File: src/rtl/l1_mem_arbiter_pkg.sv
// ----------------------------------------------------------------------------
// mem_arb_pkg
// Shared definitions for the L1 memory arbiter slice:
//   - arbiter FSM state encoding (IDLE=0 .. DONE=4)
//   - client id encoding (CL_IC, CL_DC)
//   - line / beat geometry and the line-offset width
// Optional feature macro used by the arbiter: MEM_ARB_RR_EN.
// ----------------------------------------------------------------------------
package mem_arb_pkg;

    localparam int LINE_W      = 256;
    localparam int BEAT_W      = 32;
    localparam int BEATS       = LINE_W / BEAT_W;
    localparam int LINE_OFFS_W = 5;
    localparam int CNT_W       = 3;

    typedef enum logic [2:0] {
        IDLE  = 3'd0,
        CMD   = 3'd1,
        WBEAT = 3'd2,
        RBEAT = 3'd3,
        DONE  = 3'd4
    } state_t;

    typedef enum logic {
        CL_IC = 1'b0,
        CL_DC = 1'b1
    } client_t;

endpackage

File: src/rtl/l1_mem_arbiter_if.sv
// ----------------------------------------------------------------------------
// l1_mem_arbiter_if
// Bundles the cache-side request/response signals and the main-memory port.
//   Cache side : ic_read_*, dc_read_*, dc_write_*
//   Memory side: mem_cmd_*, mem_wdata*, mem_rdata*
// Modports:
//   slave  - the arbiter (serves the caches, drives the memory port)
//   master - the environment (caches + memory model)
//
// Handshake rules: a *_req is held by the cache until its *_valid pulse, which
// lasts exactly one cycle. On the memory port a command or write beat transfers
// on the rising edge where its valid and the matching ready are both high; the
// arbiter holds valid and payload stable until then. mem_rdata_valid has no
// ready: every read beat is taken when it is offered.
// ----------------------------------------------------------------------------
interface l1_mem_arbiter_if #(
    parameter int ADDR_W = 32,
    parameter int LINE_W = 256,
    parameter int BEAT_W = 32
);
    logic              ic_read_req;
    logic [ADDR_W-1:0] ic_read_addr;
    logic [LINE_W-1:0] ic_read_data;
    logic              ic_read_valid;

    logic              dc_read_req;
    logic [ADDR_W-1:0] dc_read_addr;
    logic [LINE_W-1:0] dc_read_data;
    logic              dc_read_valid;

    logic              dc_write_req;
    logic [ADDR_W-1:0] dc_write_addr;
    logic [LINE_W-1:0] dc_write_data;
    logic              dc_write_valid;

    logic              mem_cmd_valid;
    logic              mem_cmd_ready;
    logic              mem_cmd_write;
    logic [ADDR_W-1:0] mem_cmd_addr;
    logic [BEAT_W-1:0] mem_wdata;
    logic              mem_wdata_valid;
    logic              mem_wdata_ready;
    logic [BEAT_W-1:0] mem_rdata;
    logic              mem_rdata_valid;

    modport slave (
        input  ic_read_req, ic_read_addr,
        input  dc_read_req, dc_read_addr,
        input  dc_write_req, dc_write_addr, dc_write_data,
        input  mem_cmd_ready, mem_wdata_ready, mem_rdata, mem_rdata_valid,
        output ic_read_data, ic_read_valid,
        output dc_read_data, dc_read_valid, dc_write_valid,
        output mem_cmd_valid, mem_cmd_write, mem_cmd_addr,
        output mem_wdata, mem_wdata_valid
    );

    modport master (
        output ic_read_req, ic_read_addr,
        output dc_read_req, dc_read_addr,
        output dc_write_req, dc_write_addr, dc_write_data,
        output mem_cmd_ready, mem_wdata_ready, mem_rdata, mem_rdata_valid,
        input  ic_read_data, ic_read_valid,
        input  dc_read_data, dc_read_valid, dc_write_valid,
        input  mem_cmd_valid, mem_cmd_write, mem_cmd_addr,
        input  mem_wdata, mem_wdata_valid
    );

endinterface

File: src/rtl/l1_mem_arbiter_line_beat_mux.sv
// ----------------------------------------------------------------------------
// line_beat_mux
// Word-level access into a cache line. Word 0 is the most significant beat
// (bits [LINE_W-1 -: BEAT_W]), the last word is bits [BEAT_W-1:0].
// Ports:
//   i_line    - current line buffer
//   i_rd_sel  - word index to read out          -> o_rd_word
//   i_wr_sel  - word index to overwrite with i_wr_word -> o_line_wr
// Purely combinational.
// ----------------------------------------------------------------------------
module line_beat_mux #(
    parameter int LINE_W = 256,
    parameter int BEAT_W = 32,
    parameter int SEL_W  = 3
) (
    input  logic [LINE_W-1:0] i_line,
    input  logic [SEL_W-1:0]  i_rd_sel,
    output logic [BEAT_W-1:0] o_rd_word,
    input  logic [SEL_W-1:0]  i_wr_sel,
    input  logic [BEAT_W-1:0] i_wr_word,
    output logic [LINE_W-1:0] o_line_wr
);
    localparam int BEATS = LINE_W / BEAT_W;

    always_comb begin
        o_rd_word = '0;
        o_line_wr = i_line;
        for (int k = 0; k < BEATS; k++) begin
            if (i_rd_sel == SEL_W'(k)) begin
                o_rd_word = i_line[LINE_W-1-k*BEAT_W -: BEAT_W];
            end
            if (i_wr_sel == SEL_W'(k)) begin
                o_line_wr[LINE_W-1-k*BEAT_W -: BEAT_W] = i_wr_word;
            end
        end
    end

endmodule

File: src/rtl/l1_mem_arbiter.sv
// ----------------------------------------------------------------------------
// l1_mem_arbiter
// Arbitrates icache fills, dcache fills and dcache write-backs onto a single
// 32-bit memory port. Each granted request becomes one command followed by an
// 8-beat burst; read bursts are reassembled into a line returned with a
// one-cycle valid pulse.
// Ports:
//   CLK, RESET  - clock, asynchronous active-low reset
//   bus         - l1_mem_arbiter_if.slave (cache requests + memory port)
//   o_dbg_state - current FSM state (mem_arb_pkg::state_t encoding)
// Config macro MEM_ARB_RR_EN: round-robin between the two readers (pointer
// starts at the dcache, moves to the other reader after each completed read).
// Without it the dcache read always beats the icache read. Write-back always
// has top priority.
// ----------------------------------------------------------------------------
module l1_mem_arbiter #(
    parameter int ADDR_W = 32,
    parameter int LINE_W = 256,
    parameter int BEAT_W = 32
) (
    input  logic                   CLK,
    input  logic                   RESET,
    l1_mem_arbiter_if.slave        bus,
    output logic [2:0]             o_dbg_state
);
    import mem_arb_pkg::*;

    localparam int BEATS_L = LINE_W / BEAT_W;
    localparam logic [ADDR_W-1:0] ADDR_MASK = ~ADDR_W'((1 << LINE_OFFS_W) - 1);

    state_t              r_state;
    client_t             r_client;
    logic [CNT_W-1:0]    r_beat_cnt;
    logic [LINE_W-1:0]   r_line;
    logic                r_cmd_valid;
    logic                r_cmd_write;
    logic [ADDR_W-1:0]   r_cmd_addr;
    logic [BEAT_W-1:0]   r_wdata;
    logic                r_wdata_valid;
    logic                r_ic_valid;
    logic                r_dc_valid;
    logic                r_wr_valid;
    logic [LINE_W-1:0]   r_ic_data;
    logic [LINE_W-1:0]   r_dc_data;
`ifdef MEM_ARB_RR_EN
    client_t             r_rr_ptr;
`endif

    logic                w_gnt_any;
    logic                w_gnt_wr;
    client_t             w_gnt_cl;
    logic [ADDR_W-1:0]   w_gnt_addr;
    logic                w_cmd_fire;
    logic                w_wbeat_fire;
    logic                w_last_beat;
    logic [CNT_W-1:0]    w_rd_sel;
    logic [BEAT_W-1:0]   w_rd_word;
    logic [LINE_W-1:0]   w_line_wr;

    // Grant selection, only acted on in IDLE.
    always_comb begin
        w_gnt_any = 1'b0;
        w_gnt_wr  = 1'b0;
        w_gnt_cl  = CL_DC;
        if (bus.dc_write_req) begin
            w_gnt_any = 1'b1;
            w_gnt_wr  = 1'b1;
        end else if (bus.dc_read_req && bus.ic_read_req) begin
            w_gnt_any = 1'b1;
`ifdef MEM_ARB_RR_EN
            w_gnt_cl  = r_rr_ptr;
`else
            w_gnt_cl  = CL_DC;
`endif
        end else if (bus.dc_read_req) begin
            w_gnt_any = 1'b1;
        end else if (bus.ic_read_req) begin
            w_gnt_any = 1'b1;
            w_gnt_cl  = CL_IC;
        end
    end

    assign w_gnt_addr   = (w_gnt_cl == CL_IC) ? bus.ic_read_addr
                        : (w_gnt_wr ? bus.dc_write_addr : bus.dc_read_addr);
    assign w_cmd_fire   = r_cmd_valid & bus.mem_cmd_ready;
    assign w_wbeat_fire = r_wdata_valid & bus.mem_wdata_ready;
    assign w_last_beat  = (r_beat_cnt == CNT_W'(BEATS_L - 1));

    // mem_wdata is registered, so the mux looks one word ahead: word 0 while
    // the command is pending, word beat_cnt+1 while beats are being accepted.
    assign w_rd_sel = (r_state == WBEAT) ? (r_beat_cnt + CNT_W'(1)) : '0;

    line_beat_mux #(
        .LINE_W (LINE_W),
        .BEAT_W (BEAT_W),
        .SEL_W  (CNT_W)
    ) u_line_beat_mux (
        .i_line    (r_line),
        .i_rd_sel  (w_rd_sel),
        .o_rd_word (w_rd_word),
        .i_wr_sel  (r_beat_cnt),
        .i_wr_word (bus.mem_rdata),
        .o_line_wr (w_line_wr)
    );

    always_ff @(posedge CLK or negedge RESET) begin
        if (!RESET) begin
            r_state       <= IDLE;
            r_client      <= CL_IC;
            r_beat_cnt    <= '0;
            r_line        <= '0;
            r_cmd_valid   <= 1'b0;
            r_cmd_write   <= 1'b0;
            r_cmd_addr    <= '0;
            r_wdata       <= '0;
            r_wdata_valid <= 1'b0;
            r_ic_valid    <= 1'b0;
            r_dc_valid    <= 1'b0;
            r_wr_valid    <= 1'b0;
            r_ic_data     <= '0;
            r_dc_data     <= '0;
`ifdef MEM_ARB_RR_EN
            r_rr_ptr      <= CL_DC;
`endif
        end else begin
            case (r_state)
                IDLE: begin
                    if (w_gnt_any) begin
                        r_client    <= w_gnt_cl;
                        r_cmd_write <= w_gnt_wr;
                        r_cmd_addr  <= w_gnt_addr & ADDR_MASK;
                        r_cmd_valid <= 1'b1;
                        r_beat_cnt  <= '0;
                        if (w_gnt_wr) begin
                            r_line <= bus.dc_write_data;
                        end
                        r_state <= CMD;
                    end
                end
                CMD: begin
                    if (w_cmd_fire) begin
                        r_cmd_valid <= 1'b0;
                        if (r_cmd_write) begin
                            r_wdata_valid <= 1'b1;
                            r_wdata       <= w_rd_word;
                            r_state       <= WBEAT;
                        end else begin
                            r_state <= RBEAT;
                        end
                    end
                end
                WBEAT: begin
                    if (w_wbeat_fire) begin
                        r_beat_cnt <= r_beat_cnt + CNT_W'(1);
                        if (w_last_beat) begin
                            r_wdata_valid <= 1'b0;
                            r_wr_valid    <= 1'b1;
                            r_state       <= DONE;
                        end else begin
                            r_wdata <= w_rd_word;
                        end
                    end
                end
                RBEAT: begin
                    if (bus.mem_rdata_valid) begin
                        r_line     <= w_line_wr;
                        r_beat_cnt <= r_beat_cnt + CNT_W'(1);
                        if (w_last_beat) begin
                            // Output data registers take the completed line
                            // directly so it lines up with the valid pulse.
                            if (r_client == CL_DC) begin
                                r_dc_data  <= w_line_wr;
                                r_dc_valid <= 1'b1;
                            end else begin
                                r_ic_data  <= w_line_wr;
                                r_ic_valid <= 1'b1;
                            end
`ifdef MEM_ARB_RR_EN
                            r_rr_ptr <= (r_client == CL_DC) ? CL_IC : CL_DC;
`endif
                            r_state <= DONE;
                        end
                    end
                end
                DONE: begin
                    r_ic_valid <= 1'b0;
                    r_dc_valid <= 1'b0;
                    r_wr_valid <= 1'b0;
                    r_state    <= IDLE;
                end
                default: begin
                    r_state <= IDLE;
                end
            endcase
        end
    end

    assign bus.mem_cmd_valid   = r_cmd_valid;
    assign bus.mem_cmd_write   = r_cmd_write;
    assign bus.mem_cmd_addr    = r_cmd_addr;
    assign bus.mem_wdata       = r_wdata;
    assign bus.mem_wdata_valid = r_wdata_valid;
    assign bus.ic_read_data    = r_ic_data;
    assign bus.ic_read_valid   = r_ic_valid;
    assign bus.dc_read_data    = r_dc_data;
    assign bus.dc_read_valid   = r_dc_valid;
    assign bus.dc_write_valid  = r_wr_valid;
    assign o_dbg_state         = r_state;

endmodule
File: src/flat_wrapper.sv
// flat-port wrapper written by rule: the top's interface ports become plain ports
module l1_mem_arbiter_flat import mem_arb_pkg::*;
#(
    parameter int ADDR_W = 32,
    parameter int LINE_W = 256,
    parameter int BEAT_W = 32
)
  (CLK, RESET, o_dbg_state, bus_ic_read_req, bus_ic_read_addr, bus_dc_read_req, bus_dc_read_addr, bus_dc_write_req, bus_dc_write_addr, bus_dc_write_data, bus_mem_cmd_ready, bus_mem_wdata_ready, bus_mem_rdata, bus_mem_rdata_valid, bus_ic_read_data, bus_ic_read_valid, bus_dc_read_data, bus_dc_read_valid, bus_dc_write_valid, bus_mem_cmd_valid, bus_mem_cmd_write, bus_mem_cmd_addr, bus_mem_wdata, bus_mem_wdata_valid);
  l1_mem_arbiter_if #(.ADDR_W(ADDR_W), .LINE_W(LINE_W), .BEAT_W(BEAT_W)) bus_i ();
  input  logic CLK;
  input  logic RESET;
  output logic [2:0] o_dbg_state;
  input wire logic [$bits(bus_i.ic_read_req)-1:0] bus_ic_read_req;
  input wire logic [$bits(bus_i.ic_read_addr)-1:0] bus_ic_read_addr;
  input wire logic [$bits(bus_i.dc_read_req)-1:0] bus_dc_read_req;
  input wire logic [$bits(bus_i.dc_read_addr)-1:0] bus_dc_read_addr;
  input wire logic [$bits(bus_i.dc_write_req)-1:0] bus_dc_write_req;
  input wire logic [$bits(bus_i.dc_write_addr)-1:0] bus_dc_write_addr;
  input wire logic [$bits(bus_i.dc_write_data)-1:0] bus_dc_write_data;
  input wire logic [$bits(bus_i.mem_cmd_ready)-1:0] bus_mem_cmd_ready;
  input wire logic [$bits(bus_i.mem_wdata_ready)-1:0] bus_mem_wdata_ready;
  input wire logic [$bits(bus_i.mem_rdata)-1:0] bus_mem_rdata;
  input wire logic [$bits(bus_i.mem_rdata_valid)-1:0] bus_mem_rdata_valid;
  output wire logic [$bits(bus_i.ic_read_data)-1:0] bus_ic_read_data;
  output wire logic [$bits(bus_i.ic_read_valid)-1:0] bus_ic_read_valid;
  output wire logic [$bits(bus_i.dc_read_data)-1:0] bus_dc_read_data;
  output wire logic [$bits(bus_i.dc_read_valid)-1:0] bus_dc_read_valid;
  output wire logic [$bits(bus_i.dc_write_valid)-1:0] bus_dc_write_valid;
  output wire logic [$bits(bus_i.mem_cmd_valid)-1:0] bus_mem_cmd_valid;
  output wire logic [$bits(bus_i.mem_cmd_write)-1:0] bus_mem_cmd_write;
  output wire logic [$bits(bus_i.mem_cmd_addr)-1:0] bus_mem_cmd_addr;
  output wire logic [$bits(bus_i.mem_wdata)-1:0] bus_mem_wdata;
  output wire logic [$bits(bus_i.mem_wdata_valid)-1:0] bus_mem_wdata_valid;
  assign bus_i.ic_read_req = bus_ic_read_req;
  assign bus_i.ic_read_addr = bus_ic_read_addr;
  assign bus_i.dc_read_req = bus_dc_read_req;
  assign bus_i.dc_read_addr = bus_dc_read_addr;
  assign bus_i.dc_write_req = bus_dc_write_req;
  assign bus_i.dc_write_addr = bus_dc_write_addr;
  assign bus_i.dc_write_data = bus_dc_write_data;
  assign bus_i.mem_cmd_ready = bus_mem_cmd_ready;
  assign bus_i.mem_wdata_ready = bus_mem_wdata_ready;
  assign bus_i.mem_rdata = bus_mem_rdata;
  assign bus_i.mem_rdata_valid = bus_mem_rdata_valid;
  assign bus_ic_read_data = bus_i.ic_read_data;
  assign bus_ic_read_valid = bus_i.ic_read_valid;
  assign bus_dc_read_data = bus_i.dc_read_data;
  assign bus_dc_read_valid = bus_i.dc_read_valid;
  assign bus_dc_write_valid = bus_i.dc_write_valid;
  assign bus_mem_cmd_valid = bus_i.mem_cmd_valid;
  assign bus_mem_cmd_write = bus_i.mem_cmd_write;
  assign bus_mem_cmd_addr = bus_i.mem_cmd_addr;
  assign bus_mem_wdata = bus_i.mem_wdata;
  assign bus_mem_wdata_valid = bus_i.mem_wdata_valid;
  l1_mem_arbiter #(.ADDR_W(ADDR_W), .LINE_W(LINE_W), .BEAT_W(BEAT_W)) u_core (.CLK(CLK), .RESET(RESET), .bus(bus_i), .o_dbg_state(o_dbg_state));
endmodule
File: config.mk
export PLATFORM = sky130hd
export DESIGN_NAME = l1_mem_arbiter_flat
export DESIGN_NICKNAME = d
export VERILOG_FILES = /design/src/rtl/l1_mem_arbiter_pkg.sv /design/src/rtl/l1_mem_arbiter_if.sv /design/src/rtl/l1_mem_arbiter_line_beat_mux.sv /design/src/rtl/l1_mem_arbiter.sv /design/src/flat_wrapper.sv
export SDC_FILE = /design/constraint.sdc
export NUM_CORES = 2
export LEC_CHECK = 0
export CORE_AREA = 2 2 384 386
export DETAILED_ROUTE_END_ITERATION = 7
export DIE_AREA = 0 0 386 388
export PLACE_DENSITY = 0.45
export SKIP_LAST_GASP = 1
export SYNTH_ARGS = -nofsm -noshare
export SYNTH_HDL_FRONTEND = slang
export SYNTH_SLANG_ARGS = --single-unit
File: constraint.sdc
create_clock -name CLK -period 3.3 [get_ports CLK]
set_input_delay 0.66 -clock CLK [delete_from_list [all_inputs] [get_ports CLK]]
set_output_delay 0.66 -clock CLK [all_outputs]
set_load 0.05 [all_outputs]
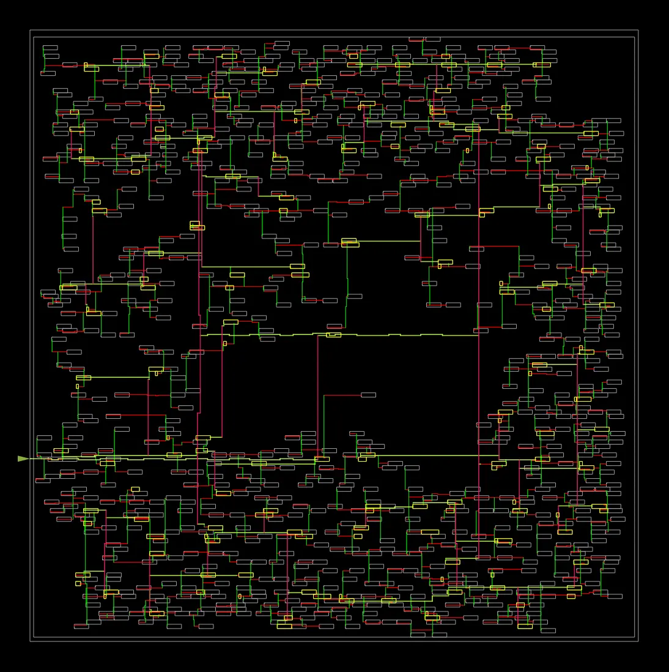
(clock nets)
power of the clock network: 11600 uW
worst skew pair latency: 710 ps
worst clock skew: 20.7 ps
number of sequential cells in the layout: 840
number of sinks handled by clock tree synthesis: 840

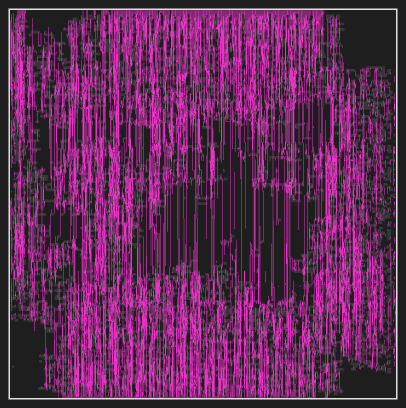
(met2 routing)
(1 px per um)
- share of all routed wire: 51%
- nets with wire on the layer: 4239
total via count after detailed routing: 33600
grt met2 use: 0.451
Total Wirelength: 200000 um

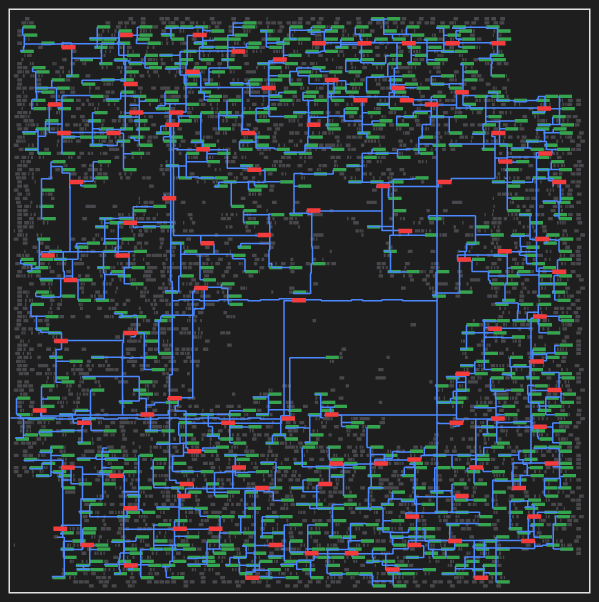
(clock network drawn from the DEF)
(1.5 px per um)
- flip-flops: green (count 840)
- clock wires: blue (length 13700 um)
- clock drivers: red (count 101)
- routed clock nets: 102
- flops lie: all over the die
clock share of power: 0.234

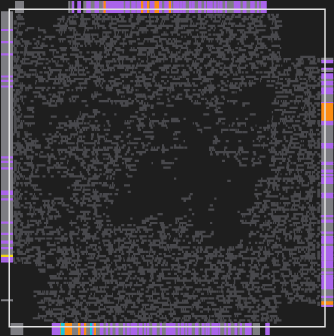
(ports around the boundary)
Pins as bars across the die edge, other pins in gray.
- `bus_dc_read_data`: purple (pins 256; direction output; edge 91 top, 77 bottom, 68 right, 20 left)
- `o_dbg_state`: cyan (pins 3; direction output; edge bottom)
- `bus_mem_rdata`: orange (pins 32; direction input; edge 17 right, 9 bottom, 6 top)
- `bus_mem_wdata_valid`: yellow (pins 1; direction output; edge left)
Die X: 386 um
buffers added on ports: 956
Die Y: 388 um

==> impl.org <==
#+TITLE: Implementation results

** Power
- Switch share :: 0.450
- Total net switching power :: between 20000 and 25000 uW
- Largest vdd supply drop :: roughly 0.45 mV
- Power density over the cells :: slightly above 900 nW/um^2
- In the power breakdown, the internal column shows between 20000 and 30000 uW.
- Standby leakage power :: roughly 0.023 uW
- Post-layout total power :: 49700 uW
- The share of total power dissipated in combinational logic is 0.441.
- The share of total power dissipated in sequential elements is 0.325.

** Clock tree
- Root buffer cell :: sky130_fd_sc_hd__clkbuf_16
- Post-CTS repair changed the size of 0 cells.
- Clock buffers created by TritonCTS :: 101
- Maximum level of the CTS H-tree :: 3
- Per the post-CTS timing run, clock transition at the registers of the reported paths is about 60 ps.
- TritonCTS built the clock tree.
- Maximum root-to-sink buffer count :: 3
- Post CTS Setup Buffer Count :: 0
- Hold-fix buffers, CTS :: 1

** Timing
- Setup repair after global routing left no endpoint under its margin.
- Once routing completed, OpenROAD measured the worst setup slack at a little under 200 ps.
- Total setup violations reported at the end of the flow :: 0
- The worst pin sits at a relative slew slack of 0.310.
- Post-route period utilization is reported as 0.942.
- Total Neg Setup Slack :: 0 ps
- Post-route minimum period :: between 3000 and 4000 ps
- For the pin with the worst max-slew slack, the measured transition is 1030 ps.
- Final-report hold violation count :: 0
- Achievable frequency :: between 0.3 and 0.4 GHz

** Floorplan
- Per the OpenROAD floorplan log, the area of the core is 145000 um^2.
- Chip area :: 150000 um^2
- Number of primary I/O pins :: 977
- The initial utilization of the core area, before any placement, comes to 0.255.
- # rows :: around 140

** Yosys
- Largest area contributor in the netlist :: sky130_fd_sc_hd__dfrtp_1
- Per the synthesis report, the adder-cell share of the synthesized area is 0.00203.
- The most common cell in the synthesized netlist is sky130_fd_sc_hd__dfrtp_1.
- Count of flip-flops with a built-in enable after synthesis :: 0
- Area figure in the yosys stat output :: around 37000 um^2
- Of the post-synthesis cell area, the part taken by muxes is 0.0825.
- Parity-gate share of the synthesized area counting xor and xnor cells :: 0.000237
- Among the non-sequential cells, AND-OR/OR-AND gates take the most area.
- Largest cells by area :: sky130_fd_sc_hd__dfrtp_1 (57%), sky130_fd_sc_hd__mux2i_1 (8.0%), sky130_fd_sc_hd__a21oi_1 (7.8%)
- Area of the mapped netlist :: 37000 um^2
- Number of warnings printed during yosys synthesis :: 0
- The number of different library cells used by synthesis comes to 62.
- Most common reg cell :: sky130_fd_sc_hd__dfrtp_1
- Area share of the largest cell type after synthesis :: 0.568
- Per Yosys stat, the portion of area used by sequential elements is 0.568.
- In the synthesized netlist, the cells that appear most often are sky130_fd_sc_hd__dfrtp_1 (840), sky130_fd_sc_hd__a21oi_1 (576), sky130_fd_sc_hd__nor2_1 (575).
- Share of flip-flops with an asynchronous set or reset :: 1.00
- After synthesis, the design contains about 3800 cells according to Yosys.
- Mapped Avg Cell Area :: around 9.8 um^2
- Per the synthesis report, the AND-OR/OR-AND share of the synthesized area is 0.202.
- Synthesized registers :: between 800 and 900

** Placement
- DP Wirelength :: approximately 150000 um
- Placement-stage worst setup slack :: 231 ps

** Final layout
- According to the finish report, the design has a final net count of around 5000.
- Top Layout Cells :: sky130_fd_sc_hd__clkdlybuf4s50_1 (953), sky130_fd_sc_hd__dfrtp_1 (839), sky130_fd_sc_hd__a21oi_1 (576)
- Fraction of layout cells with a size suffix above 1 :: 0.0863
- Most common logic cell in the routed design :: sky130_fd_sc_hd__clkdlybuf4s50_1
- FF/Latch Area :: ~21000 um^2
- The layout report lists the multi-input gate area as between 10000 and 15000 um^2.
- Layout filler cell count :: around 15000
- In this run the layout overhead on the synthesized area is reported as 43.7%.

** Critical path
- In this run the worst setup path terminates at o_dbg_state[1].
- By startpoint and endpoint, the worst setup path is classified as flop to primary output.
- The worst register-to-register path has a setup slack of 190 ps.
- Worst EP arrival :: 2450 ps
- Launch instance of the worst register-to-register path :: u_core.r_beat_cnt[0]
- Chain of cells forming the critical path :: buf_4, clkdlybuf4s50_1
- CP top delay family :: buffers and inverters
- Max fanout on the critical path was recorded as 21.
- The report puts the cell count of the worst reg-to-reg path at 8.
- CP Launch Point :: u_core.o_dbg_state[1]
- Worst endpoint required time :: 2640 ps
- Capturing element type of the critical path :: primary output
- End of the worst register-to-register path :: u_core.bus.mem_wdata[30]
- Critical path buffer and inverter count :: 2
- STA classifies the critical path startpoint as a flop.
- Cell at the slowest stage of the critical path :: sky130_fd_sc_hd__clkdlybuf4s50_1
- The STA report counts the stages on the worst setup path as 2.

** Global routing
- M1 GR Usage :: 0.303
- Vias in the first global route :: about 33000
- Wire length of the first global-routing pass :: 273000 um
- Global-route usage over all layers :: 0.259
- For this run the aggregate overflow at the end of global routing stands at 0.
- Pin count of the biggest net entering global routing :: about 100
- Initial antenna violation count :: roughly 65
- Global route summary, busiest routing layer listed as met2.

** Detailed routing
- The highest metal layer carrying signal wires in the routed design is met5.
- Met1 routed wirelength after detailed routing :: approximately 77000 um
- Per the detail_route report, DRC violations left total 0.
- Vias per cell :: 5.01
- The first detailed-routing pass took 5 iterations.
- The count of nets left with antenna violations once routing finished came out at 0.
- Per the detail_route log, met3 wirelength is 13200 um.
- WL/cell :: between 20 and 30 um
- Summed over all nets, wire length on met2 after detailed routing comes to 101000 um.

** Worst hold path
- STA shows the worst min-delay path finishing at u_core.bus.dc_read_data[120].
- Worst hold stages :: 2
- For the worst min-delay path, the startpoint reported by OpenROAD is u_core.bus.dc_read_data[120].
- Checking hold timing, the worst path is listed with class flop to flop.

** Status
- The run finished with clean final reports.

** Job
- Number of warnings the tools reported :: about 48
- The run reported a max-capacitance violation count of 0.
## power by group through the flow
stage	clock network [uW]	logic (uW)	registers, uW
floorplan	0	8310	19000
global route	12300	23200	16400
CTS	11900	22200	16200
global placement	0	22000	16300
detailed placement	0	22200	16300
finish	11600	21900	16100
## area by class of cell
class                           instances  share of cell area
Antenna cell                           31             0.00146
Clock buffer                          149              0.0560
Clock inverter                         28             0.00711
Inverter                                5            0.000353
Multi-Input combinational cell       2589               0.275
Sequential cell                       840               0.395
Tap cell                             1917              0.0451
Timing Repair Buffer                 1154               0.220
## through the flow
step	cell area, um^2	instances	hold WS, ps	utilization
after global routing	53200	6709	500	0.366
after detailed placement	49700	6504	469	0.342
after floorplan	37000	3786	364	-
after global placement	49700	6504	462	0.342
after CTS	53100	6682	482	0.366
final	53200	6713	473	0.366
Power and IR drop assume default switching activity.
